[src/rtl/cc_completion_arbiter_if.sv]
// Completion bus between the user-logic sources, the arbiter and the CC formatter.
// Per-requester fields are packed, requester i in slice i.
// slave  : arbiter view (consumes requests, produces the CC completion)
// master : environment view (drives requests and cc_ready)
interface cc_completion_arbiter_if #(
    parameter int NUM_REQ = 2
);
    logic [NUM_REQ-1:0]      req_valid;
    logic [NUM_REQ-1:0]      req_ready;
    logic [16*NUM_REQ-1:0]   req_requester_id;
    logic [8*NUM_REQ-1:0]    req_tag;
    logic [3*NUM_REQ-1:0]    req_tc;
    logic [7*NUM_REQ-1:0]    req_lower_addr;
    logic [11*NUM_REQ-1:0]   req_dword_count;
    logic [3*NUM_REQ-1:0]    req_status;
    logic [128*NUM_REQ-1:0]  req_payload;

    logic                    cc_valid;
    logic                    cc_ready;
    logic                    cc_last;
    logic [15:0]             cc_requester_id;
    logic [7:0]              cc_tag;
    logic [2:0]              cc_tc;
    logic [6:0]              cc_lower_addr;
    logic [10:0]             cc_dword_count;
    logic [2:0]              cc_status;
    logic [127:0]            cc_payload;

    modport slave (
        input  req_valid, req_requester_id, req_tag, req_tc, req_lower_addr,
               req_dword_count, req_status, req_payload, cc_ready,
        output req_ready, cc_valid, cc_last, cc_requester_id, cc_tag, cc_tc,
               cc_lower_addr, cc_dword_count, cc_status, cc_payload
    );

    modport master (
        output req_valid, req_requester_id, req_tag, req_tc, req_lower_addr,
               req_dword_count, req_status, req_payload, cc_ready,
        input  req_ready, cc_valid, cc_last, cc_requester_id, cc_tag, cc_tc,
               cc_lower_addr, cc_dword_count, cc_status, cc_payload
    );
endinterface

[src/rtl/cc_completion_arbiter.sv]
// Round-robin completion arbiter feeding a single CC formatter.
// One single-beat completion is held in an output register until cc_ready;
// a new completion may replace the outgoing one on the same edge.
// Optional statistics counters are enabled by defining CC_ARB_STATS_EN.
module cc_completion_arbiter #(
    parameter int NUM_REQ = 2,
    parameter int IDX_W   = (NUM_REQ > 1) ? $clog2(NUM_REQ) : 1
) (
    input  logic                  clk,
    input  logic                  rst,
    cc_completion_arbiter_if.slave bus,
    output logic [IDX_W-1:0]      grant_idx,
    output logic                  busy,
    output logic [31:0]           stat_cpl_count,
    output logic [31:0]           stat_stall_cycles
);
    localparam logic [IDX_W:0]   NUM_REQ_EXT = (IDX_W+1)'(NUM_REQ);
    localparam logic [IDX_W-1:0] LAST_IDX    = IDX_W'(NUM_REQ - 1);

    typedef enum logic {S_EMPTY, S_HOLD} state_t;

    state_t              state_q, state_d;
    logic [IDX_W-1:0]    rr_ptr_q, rr_ptr_d;
    logic [IDX_W-1:0]    grant_q, grant_d;
    logic [15:0]         rid_q, rid_d;
    logic [7:0]          tag_q, tag_d;
    logic [2:0]          tc_q, tc_d;
    logic [6:0]          laddr_q, laddr_d;
    logic [10:0]         dwc_q, dwc_d;
    logic [2:0]          status_q, status_d;
    logic [127:0]        payload_q, payload_d;

    logic [15:0]         rid_arr     [NUM_REQ];
    logic [7:0]          tag_arr     [NUM_REQ];
    logic [2:0]          tc_arr      [NUM_REQ];
    logic [6:0]          laddr_arr   [NUM_REQ];
    logic [10:0]         dwc_arr     [NUM_REQ];
    logic [2:0]          status_arr  [NUM_REQ];
    logic [127:0]        payload_arr [NUM_REQ];

    logic [IDX_W:0]      cand;
    logic                win_found;
    logic [IDX_W-1:0]    win_idx;
    logic                accept;
    logic                hs;
    logic                len_ok;

    // Unpack the per-requester slices so the capture mux can index by winner
    for (genvar gi = 0; gi < NUM_REQ; gi++) begin : g_unpack
        assign rid_arr[gi]     = bus.req_requester_id[gi*16 +: 16];
        assign tag_arr[gi]     = bus.req_tag[gi*8 +: 8];
        assign tc_arr[gi]      = bus.req_tc[gi*3 +: 3];
        assign laddr_arr[gi]   = bus.req_lower_addr[gi*7 +: 7];
        assign dwc_arr[gi]     = bus.req_dword_count[gi*11 +: 11];
        assign status_arr[gi]  = bus.req_status[gi*3 +: 3];
        assign payload_arr[gi] = bus.req_payload[gi*128 +: 128];
    end

    // Round-robin search: first valid index at or after rr_ptr, wrapping
    always_comb begin
        win_found = 1'b0;
        win_idx   = '0;
        cand      = '0;
        for (int k = 0; k < NUM_REQ; k++) begin
            cand = {1'b0, rr_ptr_q} + (IDX_W+1)'(k);
            if (cand >= NUM_REQ_EXT) begin
                cand = cand - NUM_REQ_EXT;
            end
            if (!win_found && bus.req_valid[cand[IDX_W-1:0]]) begin
                win_found = 1'b1;
                win_idx   = cand[IDX_W-1:0];
            end
        end
    end

    // Handshake: register free (or being drained this cycle) and a winner exists
    always_comb begin
        accept        = !rst && ((state_q == S_EMPTY) || bus.cc_ready);
        hs            = accept && win_found;
        bus.req_ready = '0;
        if (hs) begin
            bus.req_ready[win_idx] = 1'b1;
        end
    end

    // Next-state and capture; bad lengths become a completer abort with no data
    always_comb begin
        state_d   = state_q;
        rr_ptr_d  = rr_ptr_q;
        grant_d   = grant_q;
        rid_d     = rid_q;
        tag_d     = tag_q;
        tc_d      = tc_q;
        laddr_d   = laddr_q;
        dwc_d     = dwc_q;
        status_d  = status_q;
        payload_d = payload_q;
        len_ok    = (dwc_arr[win_idx] != 11'd0) && (dwc_arr[win_idx] <= 11'd4);
        if (hs) begin
            state_d  = S_HOLD;
            grant_d  = win_idx;
            rr_ptr_d = (win_idx == LAST_IDX) ? '0 : win_idx + 1'b1;
            rid_d    = rid_arr[win_idx];
            tag_d    = tag_arr[win_idx];
            tc_d     = tc_arr[win_idx];
            laddr_d  = laddr_arr[win_idx];
            if (len_ok) begin
                dwc_d     = dwc_arr[win_idx];
                status_d  = status_arr[win_idx];
                payload_d = payload_arr[win_idx];
            end else begin
                dwc_d     = 11'd1;
                status_d  = 3'b100;
                payload_d = '0;
            end
        end else if ((state_q == S_HOLD) && bus.cc_ready) begin
            state_d = S_EMPTY;
        end
    end

    // State and holding register; reset discards any held completion
    always_ff @(posedge clk or posedge rst) begin
        if (rst) begin
            state_q   <= S_EMPTY;
            rr_ptr_q  <= '0;
            grant_q   <= '0;
            rid_q     <= '0;
            tag_q     <= '0;
            tc_q      <= '0;
            laddr_q   <= '0;
            dwc_q     <= '0;
            status_q  <= '0;
            payload_q <= '0;
        end else begin
            state_q   <= state_d;
            rr_ptr_q  <= rr_ptr_d;
            grant_q   <= grant_d;
            rid_q     <= rid_d;
            tag_q     <= tag_d;
            tc_q      <= tc_d;
            laddr_q   <= laddr_d;
            dwc_q     <= dwc_d;
            status_q  <= status_d;
            payload_q <= payload_d;
        end
    end

    assign bus.cc_valid        = (state_q == S_HOLD);
    assign bus.cc_last         = (state_q == S_HOLD);
    assign busy                = (state_q == S_HOLD);
    assign grant_idx           = grant_q;
    assign bus.cc_requester_id = rid_q;
    assign bus.cc_tag          = tag_q;
    assign bus.cc_tc           = tc_q;
    assign bus.cc_lower_addr   = laddr_q;
    assign bus.cc_dword_count  = dwc_q;
    assign bus.cc_status       = status_q;
    assign bus.cc_payload      = payload_q;

`ifdef CC_ARB_STATS_EN
    logic [31:0] stat_cpl_q, stat_cpl_d;
    logic [31:0] stat_stall_q, stat_stall_d;

    // Count delivered completions and formatter backpressure cycles (wrapping)
    always_comb begin
        stat_cpl_d   = stat_cpl_q;
        stat_stall_d = stat_stall_q;
        if (bus.cc_valid && bus.cc_ready) begin
            stat_cpl_d = stat_cpl_q + 32'd1;
        end
        if (bus.cc_valid && !bus.cc_ready) begin
            stat_stall_d = stat_stall_q + 32'd1;
        end
    end

    // Statistics registers
    always_ff @(posedge clk or posedge rst) begin
        if (rst) begin
            stat_cpl_q   <= '0;
            stat_stall_q <= '0;
        end else begin
            stat_cpl_q   <= stat_cpl_d;
            stat_stall_q <= stat_stall_d;
        end
    end

    assign stat_cpl_count    = stat_cpl_q;
    assign stat_stall_cycles = stat_stall_q;
`else
    assign stat_cpl_count    = 32'h0;
    assign stat_stall_cycles = 32'h0;
`endif
endmodule

[src/flat_wrapper.sv]
// flat-port wrapper written by rule: the top's interface ports become plain ports
module cc_completion_arbiter_flat 
#(
    parameter int NUM_REQ = 2,
    parameter int IDX_W   = (NUM_REQ > 1) ? $clog2(NUM_REQ) : 1
)
  (clk, rst, grant_idx, busy, stat_cpl_count, stat_stall_cycles, bus_req_valid, bus_req_requester_id, bus_req_tag, bus_req_tc, bus_req_lower_addr, bus_req_dword_count, bus_req_status, bus_req_payload, bus_cc_ready, bus_req_ready, bus_cc_valid, bus_cc_last, bus_cc_requester_id, bus_cc_tag, bus_cc_tc, bus_cc_lower_addr, bus_cc_dword_count, bus_cc_status, bus_cc_payload);
  cc_completion_arbiter_if #(.NUM_REQ(NUM_REQ)) bus_i ();
  input  logic clk;
  input  logic rst;
  output logic [IDX_W-1:0] grant_idx;
  output logic busy;
  output logic [31:0] stat_cpl_count;
  output logic [31:0] stat_stall_cycles;
  input wire logic [$bits(bus_i.req_valid)-1:0] bus_req_valid;
  input wire logic [$bits(bus_i.req_requester_id)-1:0] bus_req_requester_id;
  input wire logic [$bits(bus_i.req_tag)-1:0] bus_req_tag;
  input wire logic [$bits(bus_i.req_tc)-1:0] bus_req_tc;
  input wire logic [$bits(bus_i.req_lower_addr)-1:0] bus_req_lower_addr;
  input wire logic [$bits(bus_i.req_dword_count)-1:0] bus_req_dword_count;
  input wire logic [$bits(bus_i.req_status)-1:0] bus_req_status;
  input wire logic [$bits(bus_i.req_payload)-1:0] bus_req_payload;
  input wire logic [$bits(bus_i.cc_ready)-1:0] bus_cc_ready;
  output wire logic [$bits(bus_i.req_ready)-1:0] bus_req_ready;
  output wire logic [$bits(bus_i.cc_valid)-1:0] bus_cc_valid;
  output wire logic [$bits(bus_i.cc_last)-1:0] bus_cc_last;
  output wire logic [$bits(bus_i.cc_requester_id)-1:0] bus_cc_requester_id;
  output wire logic [$bits(bus_i.cc_tag)-1:0] bus_cc_tag;
  output wire logic [$bits(bus_i.cc_tc)-1:0] bus_cc_tc;
  output wire logic [$bits(bus_i.cc_lower_addr)-1:0] bus_cc_lower_addr;
  output wire logic [$bits(bus_i.cc_dword_count)-1:0] bus_cc_dword_count;
  output wire logic [$bits(bus_i.cc_status)-1:0] bus_cc_status;
  output wire logic [$bits(bus_i.cc_payload)-1:0] bus_cc_payload;
  assign bus_i.req_valid = bus_req_valid;
  assign bus_i.req_requester_id = bus_req_requester_id;
  assign bus_i.req_tag = bus_req_tag;
  assign bus_i.req_tc = bus_req_tc;
  assign bus_i.req_lower_addr = bus_req_lower_addr;
  assign bus_i.req_dword_count = bus_req_dword_count;
  assign bus_i.req_status = bus_req_status;
  assign bus_i.req_payload = bus_req_payload;
  assign bus_i.cc_ready = bus_cc_ready;
  assign bus_req_ready = bus_i.req_ready;
  assign bus_cc_valid = bus_i.cc_valid;
  assign bus_cc_last = bus_i.cc_last;
  assign bus_cc_requester_id = bus_i.cc_requester_id;
  assign bus_cc_tag = bus_i.cc_tag;
  assign bus_cc_tc = bus_i.cc_tc;
  assign bus_cc_lower_addr = bus_i.cc_lower_addr;
  assign bus_cc_dword_count = bus_i.cc_dword_count;
  assign bus_cc_status = bus_i.cc_status;
  assign bus_cc_payload = bus_i.cc_payload;
  cc_completion_arbiter #(.NUM_REQ(NUM_REQ), .IDX_W(IDX_W)) u_core (.clk(clk), .rst(rst), .bus(bus_i), .grant_idx(grant_idx), .busy(busy), .stat_cpl_count(stat_cpl_count), .stat_stall_cycles(stat_stall_cycles));
endmodule
[config.mk]
export PLATFORM = sky130hd
export DESIGN_NAME = cc_completion_arbiter_flat
export DESIGN_NICKNAME = d
export VERILOG_FILES = /design/src/rtl/cc_completion_arbiter_if.sv /design/src/rtl/cc_completion_arbiter.sv /design/src/flat_wrapper.sv
export SDC_FILE = /design/constraint.sdc
export NUM_CORES = 1
export LEC_CHECK = 0
export CAP_MARGIN = 20
export CORE_AREA = 2 2 236 238
export CTS_CLUSTER_SIZE = 28
export DETAILED_ROUTE_END_ITERATION = 10
export DIE_AREA = 0 0 238 240
export GPL_ROUTABILITY_DRIVEN = 0
export PLACE_DENSITY = 0.53
export RECOVER_POWER = 50
export SYNTH_ARGS = -nofsm -noshare
export SYNTH_HDL_FRONTEND = slang
export SYNTH_SLANG_ARGS = --single-unit
[constraint.sdc]
create_clock -name clk -period 12.45 [get_ports clk]
set_input_delay 1.245 -clock clk [delete_from_list [all_inputs] [get_ports clk]]
set_output_delay 1.245 -clock clk [all_outputs]
set_load 0.05 [all_outputs]
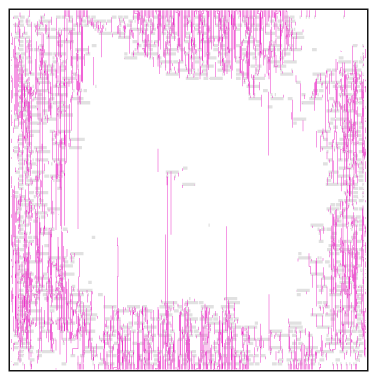
**Above:** run 1 (the metal 2 layer).
(1.5 px per um) Cells faint in the background.
share of all routed wire: 51%
longest straight run: 132 um
main direction: vertical
wire length on this layer: 17100 um
nets with wire on the layer: 1418
total vias in the final route: 7779
met2 usage in global routing: 0.203

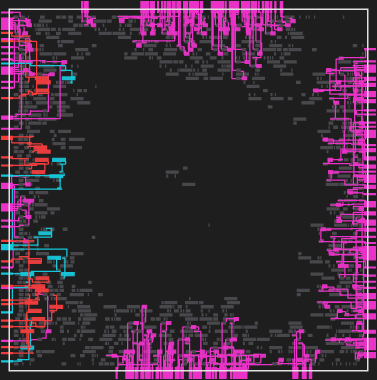
**Above:** run 1 (I/O nets highlighted).
(1.5 px per um)
legend:
  magenta:
    port: bus_req_payload
    direction: input
    edge: 82 east, 72 north, 70 south, 32 west
    end_cells: 128
    buffers: 256
    wire: 6130 um
  cyan:
    port: bus_cc_tag
    direction: output
    edge: west
    end_cells: 8
    buffers: 8
    wire: 445 um
  red:
    port: bus_cc_requester_id
    direction: output
    edge: west
    end_cells: 16
    buffers: 16
    wire: 701 um

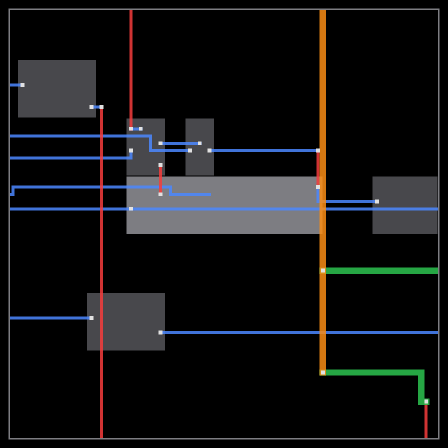
**Above:** run 1 (layout detail).
Region (168, 170) to (188, 190) um. Cells in gray, sequential cells in the stronger gray; small squares are vias.
legend:
  blue:
    layer: met1
  red:
    layer: met2
  orange:
    layer: met4
  green:
    layer: met3
sequential cells in the window: 1
most frequent: clkdlybuf4s50_1 (3)
netlist names of flops here include: u_core.bus.cc_payload (1)
cells with their middle in the window: 6

==> run summary, run 1 <==
Results of the full flow below.

Cells and area:
- The run puts the storage element area at about 4500 um^2.
- The run puts the logic gate fraction of the total cell area at 0.227.
- Among logic cells in the layout, the one with the most instances is sky130_fd_sc_hd__clkdlybuf4s50_1.
- The design has ~180 sequential cells.
- The class occupying the most area after layout is reported as non-clock buffers.
- For this run, the script counts the antenna cells in the layout as 1.
- The run puts the number of non-clock buffers in the layout at ~550.
- The run puts the area added between synthesis and finish at 76.2%.
- The run puts the logic area at roughly 3400 um^2.

Timing:
- The run puts the number of pins with negative max-slew slack in the final report at between 150 and 200.
- The run gives the worst-margin pin slew as about 3.5 ns.
- The run gives the worst max-slew margin expressed relative to the limit as -1.37.
- Timing would allow up to about 150 MHz.

Clock network:
- CTS saw around 180 sinks.
- The run puts the cell resize tally after clock tree synthesis at 0.
- Buffers inserted to repair hold after CTS numbered 0.
- After clock tree synthesis, the setup repair step added 0 buffers.
- The run puts the worst-case clock buffer depth at 2.
- The run gives the source-to-sink clock delay at the later pin of the worst-skew pair as about 0.47 ns.

Power and ir drop:
- The internal power of the cells totals around 1100 uW.
- IR analysis of the VDD net gives a maximum drop of just under 0.0001 V.
- Of the total power, the share spent switching nets is 0.327.
- The run gives the total design power as about 1600 uW.
- The report lists the power per cell area as roughly 110 nW/um^2.
- The run gives the logic gate share of total power as 0.276.

Critical path:
- STA classifies the critical path startpoint as an input pin.
- The run gives the logic depth of the worst path, buffers included as 3.
- The timing report gives the biggest stage delay along the critical path as about 2.5 ns.
- The run puts the critical-path maximum fanout at around 74.
- The run gives the required time of the worst setup path as between 10 and 15 ns.
- The run puts the critical path buffer and inverter count at 3.
- The worst setup path is of the in2async kind.

Routing:
- The run puts the detailed-route DRC error count at 0.
- The run puts the per-cell via count in the routed design at roughly 3.8.
- The run puts the detailed router's first-iteration violation count at ~340.

Flow run:
- The run puts the number of maximum-capacitance constraint violations at 3.

Global route:
- The first global-routing pass estimated approximately 48000 um of wire.
- The number of global-route vias before repair is about 8000.
- The run puts the global route total overflow at 0.

Floorplan:
- For this design the top-level I/O count stands at roughly 600.
- The run gives the placement row count as 86.

Run status:
- The checks that failed: capacitance limit, slew limit.
- The flow ran to the end, but the final reports show violations.

Placed design:
- The run puts the half-perimeter wire length after detailed placement at between 20000 and 30000 um.

Logic synthesis:
- The run puts the count of flip-flops with a built-in enable after synthesis at 0.
- The run gives the main flop type after synthesis as sky130_fd_sc_hd__dfrtp_1.
- The run puts the area of the mapped netlist at approximately 8500 um^2.

Hold path:
- The run puts the instance count along the most critical hold path at 2.
- The run gives the classification of the worst-slack hold path as reg2reg.
## run 1: tightest hold or removal path, cell delays in order, from the launching register on
cell and delay, ns:
sky130_fd_sc_hd__dfrtp_1 0.34, sky130_fd_sc_hd__nand2_1 0.04, sky130_fd_sc_hd__o21ai_0 0.06
## run 1: kinds of logic after synthesis
logic type / Yosys count / synth area share
simple gates: 155 / 0.0767
compound gates: 175 / 0.131
buf+inv: 158 / 0.102
mux: 134 / 0.159
other cells: 1 / 0.000444
flops: 179 / 0.530
xor+xnor: 1 / 0.00104
## run 1: flip-flops by register name, summed over array words and instances (netlist names)
name,cells
u_core.bus.cc_requester_id,16
u_core.rr_ptr_q,1
u_core.bus.cc_payload,128
u_core.grant_idx,1
u_core.bus.cc_tag,8
u_core.bus.cc_status,3
u_core.bus.cc_tc,3
u_core.bus.cc_last,1
u_core.bus.cc_dword_count,11
u_core.bus.cc_lower_addr,7
## run 1: metal layers
metal,track usage,part of all wire,wire length (um),vias to the layer above
met2,0.203,0.51,17100,387
li1,-,-,-,3690
met5,0,0,0,-
met4,0.0483,0.023,765,0
met3,0.0483,0.10,3450,39
met1,0.119,0.36,12000,3663
## run 1: worst paths after layout
path | endpoint | slack (ns) | from
max in group clk | bus_req_ready[0] | 7.59 | rst
min in group asynchronous | u_core.bus.cc_tag[3]$_DFFE_PP0P_ | 2.45 | rst
worst max register to register | u_core.bus.cc_payload[63]$_DFFE_PP0P_ | 8.98 | u_core.bus.cc_last$_DFFE_PP0P_
worst min register to register | u_core.bus.cc_payload[98]$_DFFE_PP0P_ | 0.47 | u_core.bus.cc_payload[98]$_DFFE_PP0P_
worst max-delay path | u_core.bus.cc_payload[58]$_DFFE_PP0P_ | 5.73 | rst
worst min-delay path | u_core.bus.cc_payload[98]$_DFFE_PP0P_ | 0.47 | u_core.bus.cc_payload[98]$_DFFE_PP0P_
## run 1: through the flow
step / hold slack [ns] / setup slack (ns) / cell area, um^2 / cells
global placement: 0.462 / 7.56 / 14400 / 1997
CTS: 0.484 / 7.55 / 14900 / 2028
finish: 0.470 / 5.73 / 14900 / 2029
floorplan: 0.545 / 6.35 / 8690 / 866
detailed placement: 0.469 / 7.56 / 14400 / 1997
global route: 0.495 / 4.58 / 14900 / 2028
## run 1: synth_stat cells, types with 2 or more instances
library cell,number,area (um^2)
sky130_fd_sc_hd__buf_2,10,50.1
sky130_fd_sc_hd__dfrtp_1,179,4480
sky130_fd_sc_hd__nor2_1,3,11.3
sky130_fd_sc_hd__nor2b_1,2,12.5
sky130_fd_sc_hd__mux2_2,2,22.5
sky130_fd_sc_hd__buf_4,67,503
sky130_fd_sc_hd__o21ai_0,74,370
sky130_fd_sc_hd__or4_1,2,15.0
sky130_fd_sc_hd__o21ai_1,59,295
sky130_fd_sc_hd__and2_1,8,50.1
sky130_fd_sc_hd__o22a_1,2,17.5
sky130_fd_sc_hd__clkbuf_1,44,165
sky130_fd_sc_hd__nor4_1,2,12.5
sky130_fd_sc_hd__nand2_1,132,495
sky130_fd_sc_hd__a21o_1,2,15.0
sky130_fd_sc_hd__inv_1,36,135
sky130_fd_sc_hd__a222oi_1,34,340
sky130_fd_sc_hd__mux2i_1,132,1320
==> run 2: changes to the inputs <==
CORE_AREA = 2 2 235 237   (was 2 2 236 238)
DIE_AREA = 0 0 237 239   (was 0 0 238 240)
PLACE_DENSITY = 0.55   (was 0.53)
clock period = 6.1 ns   (was 12.45 ns; I/O delays follow)
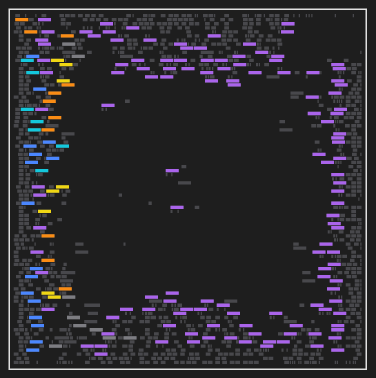
**Above:** run 2 (sequential cells grouped by signal name).
(1.5 px per um)
legend:
  orange:
    name_in_the_netlist: u_core.bus.cc_dword_count
    sequential_cells: 11
  cyan:
    name_in_the_netlist: u_core.bus.cc_lower_addr
    sequential_cells: 7
  purple:
    name_in_the_netlist: u_core.bus.cc_payload
    sequential_cells: 128
    where: spread over the die
  blue:
    name_in_the_netlist: u_core.bus.cc_requester_id
    sequential_cells: 16
  yellow:
    name_in_the_netlist: u_core.bus.cc_tag
    sequential_cells: 8
not colored: 9
fraction of area in registers: 0.299
power dissipated in sequential cells: 1270 uW
area taken by flip-flops and latches: 4480 um^2
fraction of the core area covered by cells at the end of the flow: 0.275

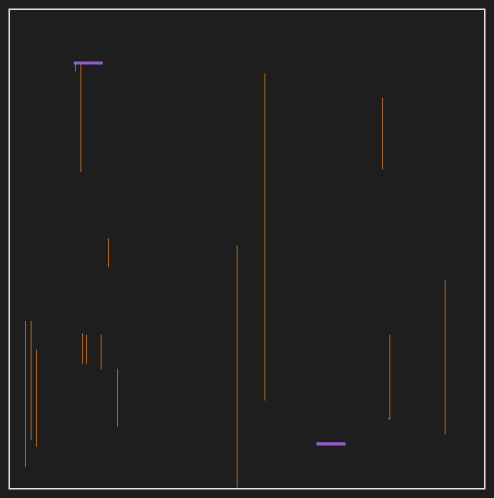
**Above:** run 2 (wiring by layer).
(2 px per um) Two of the layers only.
legend:
  orange:
    layer: met4
    wire_length: 768 um
  purple:
    layer: met5
    wire_length: 25.8 um
Avg WL per Cell: 16.6 um
total vias in the final route: 7725
total routed wirelength: 33600 um
overall track demand over capacity in global routing: 0.118

==> run 2 against run 1 <==
The flow still finishes with violations (capacitance limit, slew limit); critical path depth unchanged; setup slack got worse by 3.3 ns; wire length rose by 0.83%; first-iteration DRC count is 8.3% lower; core utilization is 0.30 points higher; synthesized cell count stayed put; largest power group unchanged; count of clock-buffer cells in the layout fell by 4; critical path type unchanged; non-clock buffer count did not move.
==> run summary, run 2 <==
Results of the full flow below.

Run status:
- The flow ran to the end, but the final reports show violations.
- The final reports fail on capacitance limit, slew limit.

Hold path:
- According to the hold report, the worst path is of the reg2reg type.
- Looking at hold timing, the worst path starts from u_core.bus.cc_payload[85]$_DFFE_PP0P_.

Critical path:
- The run puts the critical-path maximum fanout at roughly 92.
- Per STA, the startpoint of the critical path is rst.
- The run gives the longest individual stage delay on the worst path as ~1.8 ns.
- The worst register-to-register path begins at u_core.bus.cc_last$_DFFE_PP0P_.

Flow run:
- Per the run summary, max-cap violations total 1.

Global route:
- The run puts the global route total overflow at 0.

Cells and area:
- The run gives the most used logic cell in the final layout as sky130_fd_sc_hd__clkdlybuf4s50_1.
- The run puts the post-layout instance count excluding filler cells at slightly above 2000.

Power and ir drop:
- The run puts the total design power at about 3400 uW.

Routing:
- The run gives the detailed-route DRC error count as 0.
- The run gives the met2 wire length as between 15000 and 20000 um.
- Signal nets in the final route climb as high as met5.

Clock network:
- The run gives the source-to-sink clock delay at the later pin of the worst-skew pair as 0.48 ns.
- The run gives the worst-case clock buffer depth as 2.
- The tree built by TritonCTS fans out to 179 sinks.

Logic synthesis:
- Counting flops with a built-in enable in the synthesized netlist gives 0.
- The run gives the most instantiated library cell after synthesis as sky130_fd_sc_hd__dfrtp_1.
- The run gives the area of the mapped netlist as between 8000 and 9000 um^2.
- The run gives the main flop type after synthesis as sky130_fd_sc_hd__dfrtp_1.
- Ranked by instance count, the synthesized netlist is headed by sky130_fd_sc_hd__dfrtp_1 (179), sky130_fd_sc_hd__mux2i_1 (132), sky130_fd_sc_hd__nand2_1 (132).

Timing:
- The run gives the number of pins with negative max-slew slack in the final report as roughly 93.
- Per the timing report, the achievable frequency comes out to between 200 and 300 MHz.

Floorplan:
- The run puts the I/O pin count at 603.
- The floorplan has 86 rows.

Placed design:
- The run puts the cell count after placement at 1997.
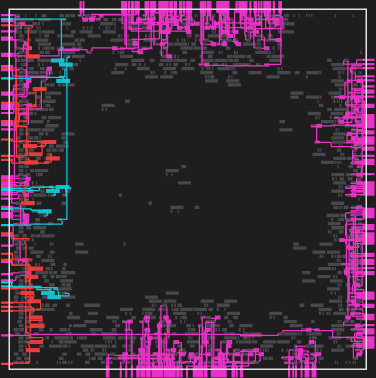
**Above:** run 2 (I/O nets highlighted).
(1.5 px per um)
legend:
  red:
    port: bus_cc_requester_id
    direction: output
    edge: west
    end_cells: 16
    buffers: 16
    wire: 763 um
  magenta:
    port: bus_req_payload
    direction: input
    edge: 79 east, 73 north, 68 south, 36 west
    end_cells: 128
    buffers: 256
    wire: 5990 um
  cyan:
    port: bus_cc_tag
    direction: output
    edge: west
    end_cells: 8
    buffers: 8
    wire: 501 um

-- run 2: through the flow --
stage	hold slack, ns	area (um^2)	utilization
after floorplan	0.545	8690	-
after global placement	0.462	14400	0.265
after detailed placement	0.469	14400	0.265
after CTS	0.487	15000	0.276
after global routing	0.503	15000	0.275
final	0.477	15000	0.275
-- run 2: cells by family after synthesis --
| family | after synthesis | synth area share |
|---|---|---|
| mux | 134 | 0.159 |
| buf+inv | 158 | 0.102 |
| compound gates | 175 | 0.131 |
| xor+xnor | 1 | 0.00104 |
| simple gates | 155 | 0.0767 |
| flops | 179 | 0.530 |
| other cells | 1 | 0.000444 |
-- run 2: report_power, final --
part,leakage [uW],switching [uW],internal [uW]
Clock,0.000297,583,591
Sequential,0.00243,36.7,1240
Combinational,0.00419,522,395
-- run 2: final timing paths --
path | cells past startpoint | end
hold reg to reg | 2 | u_core.bus.cc_payload[85]$_DFFE_PP0P_
setup reg to reg | 5 | u_core.bus.cc_tc[0]$_DFFE_PP0P_
setup / recovery | 3 | u_core.bus.cc_payload[54]$_DFFE_PP0P_
max in group clk | 4 | bus_req_ready[1]
hold / removal | 2 | u_core.bus.cc_payload[85]$_DFFE_PP0P_
min in group asynchronous | 2 | u_core.bus.cc_tc[1]$_DFFE_PP0P_
-- run 2: per-layer routing --
metal  vias to the layer above  track usage
met5                         -            0
met4                         4       0.0466
met3                        39       0.0546
met2                       377        0.208
met1                      3624        0.121
li1                       3681            -
-- run 2: critical path, delay by kind of cell --
family / cells / cell delay (ns)
buffers and inverters: 3 / 2.98
-- run 2: layout make-up --
cell class / instances / area [um^2] / share of cell area
Inverter: 36 / 143 / 0.00953
Sequential cell: 179 / 4480 / 0.299
Clock inverter: 15 / 186 / 0.0125
Clock buffer: 17 / 425 / 0.0284
Timing Repair Buffer: 549 / 5480 / 0.366
Multi-Input combinational cell: 529 / 3380 / 0.226
Tap cell: 704 / 881 / 0.0588
==> run 3: changes to the inputs <==
clock period = 3.1 ns   (was 6.1 ns; I/O delays follow)
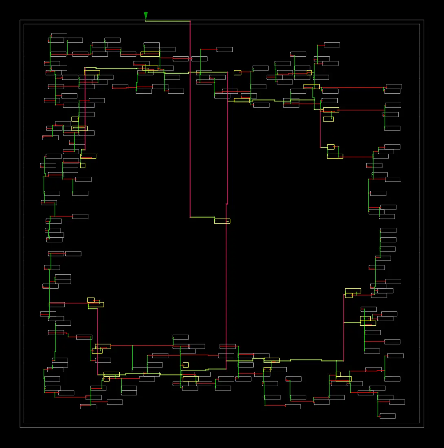
**Above:** run 3 (the clock network).
total number of clock tree sinks: 179
FF+latch count: 179

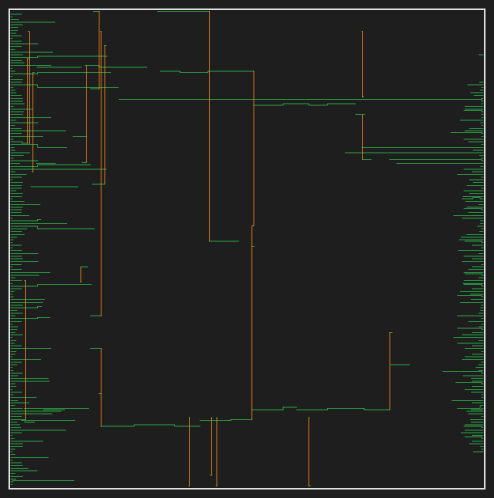
**Above:** run 3 (wiring by layer).
(2 px per um) Two of the layers only.
legend:
  orange:
    layer: met4
    wire_length: 1080 um
  green:
    layer: met3
    wire_length: 3240 um
total vias in the final route: 7803
total routed wirelength: 33000 um
overall track demand over capacity in global routing: 0.114
Avg WL per Cell: 16.1 um

==> run 3 against run 2 <==
The flow still finishes with violations (capacitance limit, slew limit); setup slack lost 1.9 ns; hold slack lost 0.051 ns; synthesized area is the same; power grew 96%; wire length shrank 2.0%; first-iteration DRC count grew 28%; count of clock-buffer cells in the layout is the same; non-clock buffer count grew 10; sequential power grew 98%; core utilization grew 0.26 points; flip-flop count is the same; combinational power grew 100%.
==> run summary, run 3 <==
Results of the full flow below.

Timing:
- The run puts the number of pins with negative max-slew slack in the final report at 25.
- Static timing analysis puts the maximum clock frequency at 384 MHz.

Critical path:
- The critical path runs through a total of 6 cells.
- The launch point of the worst register-to-register path is recorded as u_core.bus.cc_last$_DFFE_PP0P_.
- The run gives the startpoint of the worst setup timing path as u_core.bus.cc_last$_DFFE_PP0P_.

Run status:
- The flow ran to the end, but the final reports show violations.
- The final reports fail on capacitance limit, slew limit.

Power and ir drop:
- The run puts the net switching power at 2210 uW.
- Of the total power, the clock network draws 0.341.

Global route:
- The run puts the wire length of the first global-routing pass at approximately 48000 um.

Logic synthesis:
- For reference, the top cells by count after synthesis are sky130_fd_sc_hd__dfrtp_1 (179), sky130_fd_sc_hd__mux2i_1 (132), sky130_fd_sc_hd__nand2_1 (132).
- The area fraction of the largest cell type after synthesis is 0.530.
- The biggest area contributor in the post-synthesis netlist is sky130_fd_sc_hd__dfrtp_1.
- The post-synth count of flops with an enable pin is 0.

Hold path:
- The worst hold path begins at bus_req_lower_addr[8].

Placed design:
- The run gives the cell count after placement as 2007.

Clock network:
- The run gives the worst-case clock buffer depth as 2.

Flow run:
- The run gives the number of maximum-capacitance constraint violations as 1.

Cells and area:
- Among logic cells in the layout, the one with the most instances is sky130_fd_sc_hd__clkdlybuf4s50_1.

Floorplan:
- The run puts the placement row count at 86.
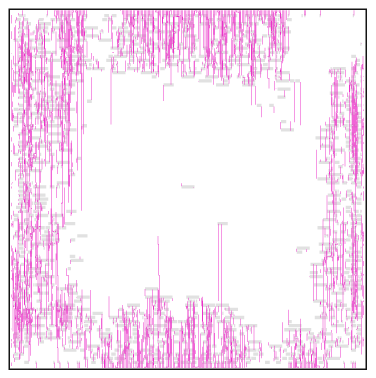
**Above:** run 3 (the metal 2 layer).
(1.5 px per um) Cells faint in the background.
wire length on this layer: 16700 um
longest straight run: 102 um

[run 3: worst min-delay path by stage]
stage / to / slack (ns) / cells after the start
floorplan: u_core.bus.cc_lower_addr[6]$_DFFE_PP0P_ / 0.43 / 2
global placement: u_core.bus.cc_payload[72]$_DFFE_PP0P_ / 0.46 / 2
detailed placement: u_core.bus.cc_payload[78]$_DFFE_PP0P_ / 0.47 / 2
CTS: u_core.bus.cc_requester_id[4]$_DFFE_PP0P_ / 0.38 / 3
global route: u_core.bus.cc_requester_id[4]$_DFFE_PP0P_ / 0.40 / 3
finish: u_core.bus.cc_lower_addr[1]$_DFFE_PP0P_ / 0.43 / 3
[run 3: metrics by stage]
| stage | cell area [um^2] | total power (uW) |
|---|---|---|
| 2_1_floorplan | 8690 | 3590 |
| 3_3_place_gp | 14500 | 4410 |
| 3_5_place_dp | 14500 | 4430 |
| 4_1_cts | 15100 | 6750 |
| 5_1_grt | 15100 | 6930 |
| 6_report | 15100 | 6600 |
[run 3: worst reg2reg max path, delay by kind of cell (launching register included)]
kind	cells	cell delay, ns
flops	1	0.48
compound gates	1	0.08
buf+inv	2	0.59
simple gates	3	1.38
[run 3: kinds of logic (layout without fill, tap and decap cells)]
kind of cell	after synthesis	after routing	share of synthesized area
xor+xnor	1	1	0.00104
buf+inv	158	627	0.102
flops	179	179	0.530
simple gates	155	155	0.0767
mux	134	134	0.159
other cells	1	66	0.000444
compound gates	175	175	0.131
[run 3: cell type report]
cell class                 instances  area (um^2)
antenna                            2         5.00
clock buffer                      17          425
clock inverter                    15          186
fill                            5775        39200
inverter                          36          136
multi-input combinational        529         3380
sequential                       179         4480
tap                              704          881
timing repair buffer             559         5620
[run 3: layer usage]
metal  global-route usage  vias up
met4               0.0604        0
met5                    0        -
met1                0.118     3676
met2                0.199      375
li1                     -     3708
met3               0.0458       44
[run 3: power groups by stage]
stage	Sequential, uW	Combinational [uW]	Clock [uW]
finish	2510	1840	2250
global route	2530	1950	2460
CTS	2520	1880	2360
detailed placement	2550	1870	0
global placement	2560	1860	0
floorplan	2880	710	0
No activity file was given, so power comes from the tool's default toggle rates.
